Design dmem_arbiter, sky130hd; sources not shown.
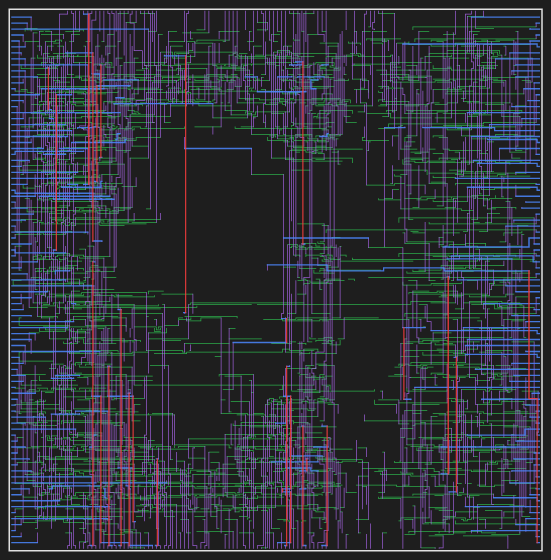
**Above:** run 1 (metal layers overlaid).
[metal 4] red | wire length: 837 um
[metal 2] purple | wire length: 9,830 um
[metal 3] blue | wire length: 1,770 um
[metal 1] green | wire length: 7,480 um
final wirelength: 19,900 um
GRT Resource Usage Total: 25.7%

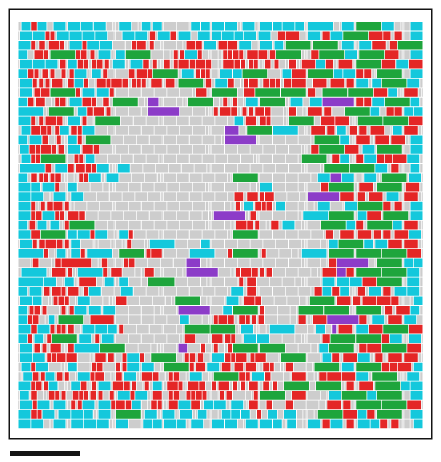
**Above:** run 1 (placement by cell class).
Scale bar: 20 um. Fill, decap, tap and diode cells in gray.
[flops] green | cells: 101
[combinational and other logic] red | cells: 488
[clock drivers and dummy loads] purple | cells: 16
[other buffers and delay cells] cyan | cells: 324
row cnt: 43
final core occ: 63.5%
core area: 13,600 um2

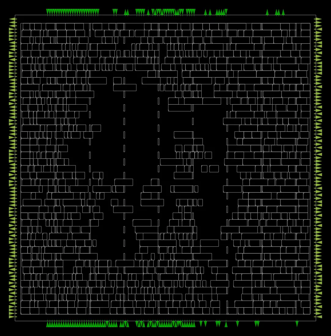
**Above:** run 1 (placed standard cells).
fillers: 1,107
# Taps: 180

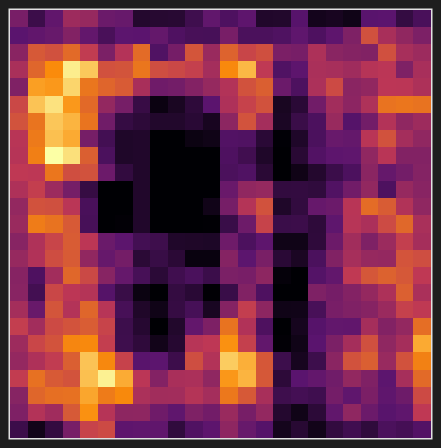
**Above:** run 1 (signal metal coverage by tile).
The die is cut into 24 by 25 equal tiles; black is low, pale yellow is high, scaled to the fullest tile. Values are wire area over tile area, all layers added.
tiles over half the peak: 25%
nearly empty tiles: 6.5%
mean over tiles: 0.23
fullest tile: 0.64
emptiest ninth of the die: middle
WL/cell: 17.9 um
routed via count: 5,971

==> results.toml, run 1 <==
# flow metrics
[final_layout]
finalNonFillerCells = 1111
area_dominant_class = "non-clock buffers"
final_cell_mix = "199 x clkdlybuf4s50_1, 172 x nand2_1, 109 x buf_4"
layout_top_cell = "clkdlybuf4s50_1"
comb_area_share_pct = 34.5
nNetsFinal = 1096
n_clock_buffer = 10
seq_share_pct = 23.4
bufAreaShareNonClock_pct = 36.1
area.growth.synth_to_final_pct = 62.8
clock_area_share_pct = 3.29
nNonClkInverters = 2
buffers_excl_clock = 324
regArea_um2 = 2020
logic_area_um2 = 2980

[clock_network]
cts_buffer_depth = 2
insertion_delay_ns = 0.34
numCtsBuffers = 9
cts_setup_buffers = 0
holdBufCountCts = 0
cts_max_level = 3
cts_resized = 0
clock_sinks = 101
cts-root-buf = "clkbuf_16"
clk_pin_slew_ns = 0.07

[place]
postPlaceCellArea_um2 = 8350
port_buffers = 307
dpl.cell_count = 1093
dp_hpwl_um = 14700
pre_cts_slack_ns = 0.385

[power_and_ir_drop]
top_power_group = "sequential cells"
power_switching_w = 0.00131
p_clk_share_pct = 29.8
fin_total_pwr_w = 0.00406
peakVddDrop_mv = 0.265
p_seq_w = 0.00155
internal_power_w = 0.00275
switching_share_pct = 32.3
cellLeakagePower_nw = 3.57
clock_power_w = 0.00121
cellPowerDensity_nw_per_um2 = 470
p_comb_w = 0.00130

[die]
die-width_um = 121
chipHeight_um = 123
fp_util_pct = 39.0
ios = 308
die-area_um2 = 14900

[global_route]
antenna_found_initial = 2
grt_use_met3_pct = 6.32
grt_pass1_vias = 5827
grt_use_met1_pct = 28.6
grt_max_degree = 90
grt_busiest_layer = "met2"
grt_overflow_total = 0

[setup_path]
slowest_delay_ns = 0.60
critical_path.top_delay_family = "buffers and inverters"
ff2ff_path_depth = 5
r2r_slack_ns = 0.60
cp.depth = 4
start_kind = "flip-flop"
cp_cell_sequence = "nand2_1 -> buf_12 -> mux2_2 -> clkdlybuf4s50_1"
worstPathArrival_ns = 2.14
crit_path_max_fanout = 32
worstSetupPathType = "reg2out"
cp_data_required_time_ns = 2.36

[yosys]
synth_top_cell_by_area = "dfxtp_1"
syn_inst = 652
edf_count = 0
top_area_share_pct = 38.1
yosysWarnings = 0
synth_flops = 101
flop_cell = "dfxtp_1"
syn_area_um2 = 5310
yosysUniqueCellTypes = 21
simple_gate_share_pct = 24.8
top_cells_by_count = "172 x nand2_1, 101 x dfxtp_1, 66 x nor2b_1"
synthXorXnorAreaFrac_pct = 0
yosys-stat-area_um2 = 5310
adder_share_pct = 0
synth_seq_share_pct = 38.1
logic_family = "simple AND/OR/NAND/NOR gates"
mux_share_pct = 13.6
yosys-top-cells-area = "dfxtp_1 38%, mux2_2 14%, nand2_1 12%"
synth-compound-area-share_pct = 17.4
yosysMostFrequentCell = "nand2_1"
postSynth.asyncResetShare_pct = 0

[detailed_routing]
routed-wl-met2_um = 9830
met1Wirelength_um = 7480
first_pass_iters = 5
drc = 0
vias_per_cell = 5.37
top_layer = "met4"
ant_nets = 0
drt-initial-drc-count = 428

[outcome]
status = "complete, no violations"

[timing]
max_clock_freq_mhz = 392
final.setup.tns_ns = 0
setup_violations = 0
min_period_over_period_pct = 91.8
fin_skew_ns = 0.00747
fin_crit_ns = 2.55
tightest_slew_ns = 0.735
fin_ws_ns = 0.228
rsz0062_at_grt = "false"
maxSlewViolCount = 0
relSlewSlack_pct = 51.0
hold_viol_final = 0

[worst_hold_path]
whs_path_depth = 2

[run]
max_cap_violations = 0
==> inputs of run 2 (changes only) <==
- PLACE_DENSITY: 0.94 -> 0.82
- SLEW_MARGIN: 20 -> 30
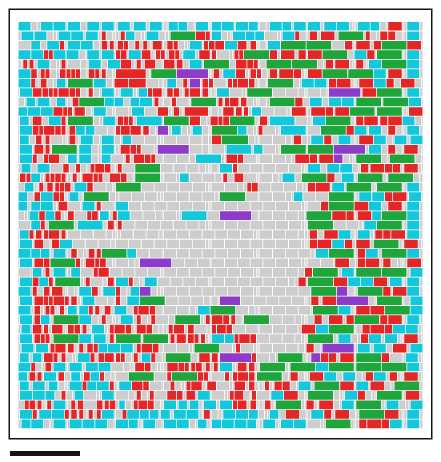
**Above:** run 2 (placement by cell class).
Scale bar: 20 um. Fill, decap, tap and diode cells in gray.
[combinational and other logic] red | cells: 488
[other buffers and delay cells] cyan | cells: 326
[clock drivers and dummy loads] purple | cells: 16
[flops] green | cells: 101
Seq/total area: 23.4%
Design Area, Final: 8650 um2
final core occ: 63.5%

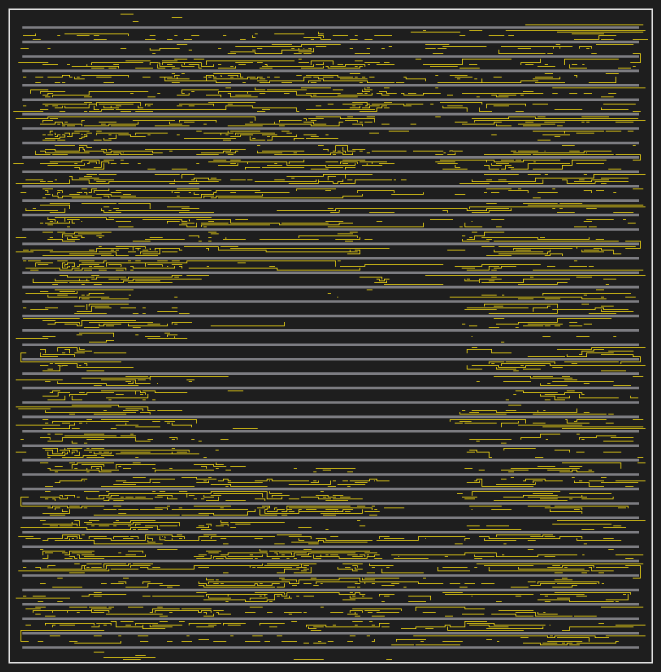
**Above:** run 2 (signal wires on met1).
Supply wires on this layer in gray.
wire length on this layer: 7,590 um
share of all routed wire: 39%
main direction: horizontal
nets with wire on the layer: 958
met1 Use GR: 28.2%
routed via count: 5,851

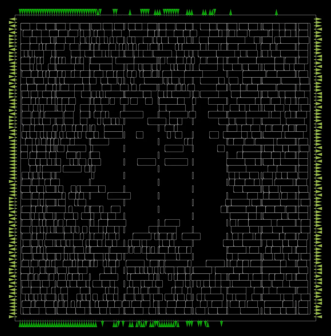
**Above:** run 2 (placed standard cells).
fillers: 1,189
post-route insts no fill: 1,113
Flop Count: 101

==> results.toml, run 2 <==
# flow metrics
[final_layout]
clock_area_share_pct = 3.37
layout_top_cell = "clkdlybuf4s50_1"
nNetsFinal = 1098
n_clock_buffer = 9
bufAreaShareNonClock_pct = 36.1
area_dominant_class = "non-clock buffers"
nNonClkInverters = 2
comb_area_share_pct = 34.4
buffers_excl_clock = 326
regArea_um2 = 2020
final_cell_mix = "235 x clkdlybuf4s50_1, 172 x nand2_1, 100 x dfxtp_1"

[setup_path]
worstPathArrival_ns = 2.21
crit_path_max_fanout = 84
r2r_slack_ns = 0.94
cp_data_required_time_ns = 2.36
slowest_delay_ns = 0.56
worstSetupPathType = "in2out"
cp.depth = 6
start_kind = "input port"
critical_path.top_delay_family = "buffers and inverters"
cp_cell_sequence = "clkdlybuf4s50_1 -> nor2b_4 -> buf_12 -> a22oi_1 -> o21ai_0 -> buf_4"
ff2ff_path_depth = 5

[power_and_ir_drop]
p_clk_share_pct = 30.3
internal_power_w = 0.00274
peakVddDrop_mv = 0.268
switching_share_pct = 32.5
p_comb_w = 0.00128
cellPowerDensity_nw_per_um2 = 469
power_switching_w = 0.00132
top_power_group = "sequential cells"
p_seq_w = 0.00155
cellLeakagePower_nw = 3.49

[timing]
fin_skew_ns = 0.00549
relSlewSlack_pct = 50.1
max_clock_freq_mhz = 381
fin_ws_ns = 0.158
rsz0062_at_grt = "false"
tightest_slew_ns = 0.749
setup_violations = 0
maxSlewViolCount = 0
min_period_over_period_pct = 94.3

[yosys]
yosys-top-cells-area = "dfxtp_1 38%, mux2_2 14%, nand2_1 12%"
yosysMostFrequentCell = "nand2_1"
logic_family = "simple AND/OR/NAND/NOR gates"
edf_count = 0
adder_share_pct = 0
synth_flops = 101
simple_gate_share_pct = 24.8
yosys-stat-area_um2 = 5310
syn_area_um2 = 5310
flop_cell = "dfxtp_1"
synth_seq_share_pct = 38.1
top_area_share_pct = 38.1
postSynth.asyncResetShare_pct = 0
mux_share_pct = 13.6

[global_route]
grt_busiest_layer = "met2"
antenna_found_initial = 0
grt_pass1_vias = 5571
grt.total_usage_pct = 24.6

[worst_hold_path]
whs_path_depth = 2

[detailed_routing]
met1Wirelength_um = 7590
wl_per_cell_um = 17.3
routed-wl-met2_um = 9170
drc = 0
routed_wl_um = 19300
drt-initial-drc-count = 354
ant_nets = 0
top_layer = "met4"
first_pass_iters = 5

[place]
dpl.cell_count = 1095
port_buffers = 307
dp_hpwl_um = 14100
postPlaceCellArea_um2 = 8350

[run]
max_cap_violations = 0

[clock_network]
clk_pin_slew_ns = 0.07
cts_max_level = 3
insertion_delay_ns = 0.35
holdBufCountCts = 0
numCtsBuffers = 9

[die]
coreArea_um2 = 13600
rows = 43
die-area_um2 = 14900
ios = 308
fp_util_pct = 39.0
chipHeight_um = 123
die-width_um = 121

[outcome]
status = "complete, no violations"
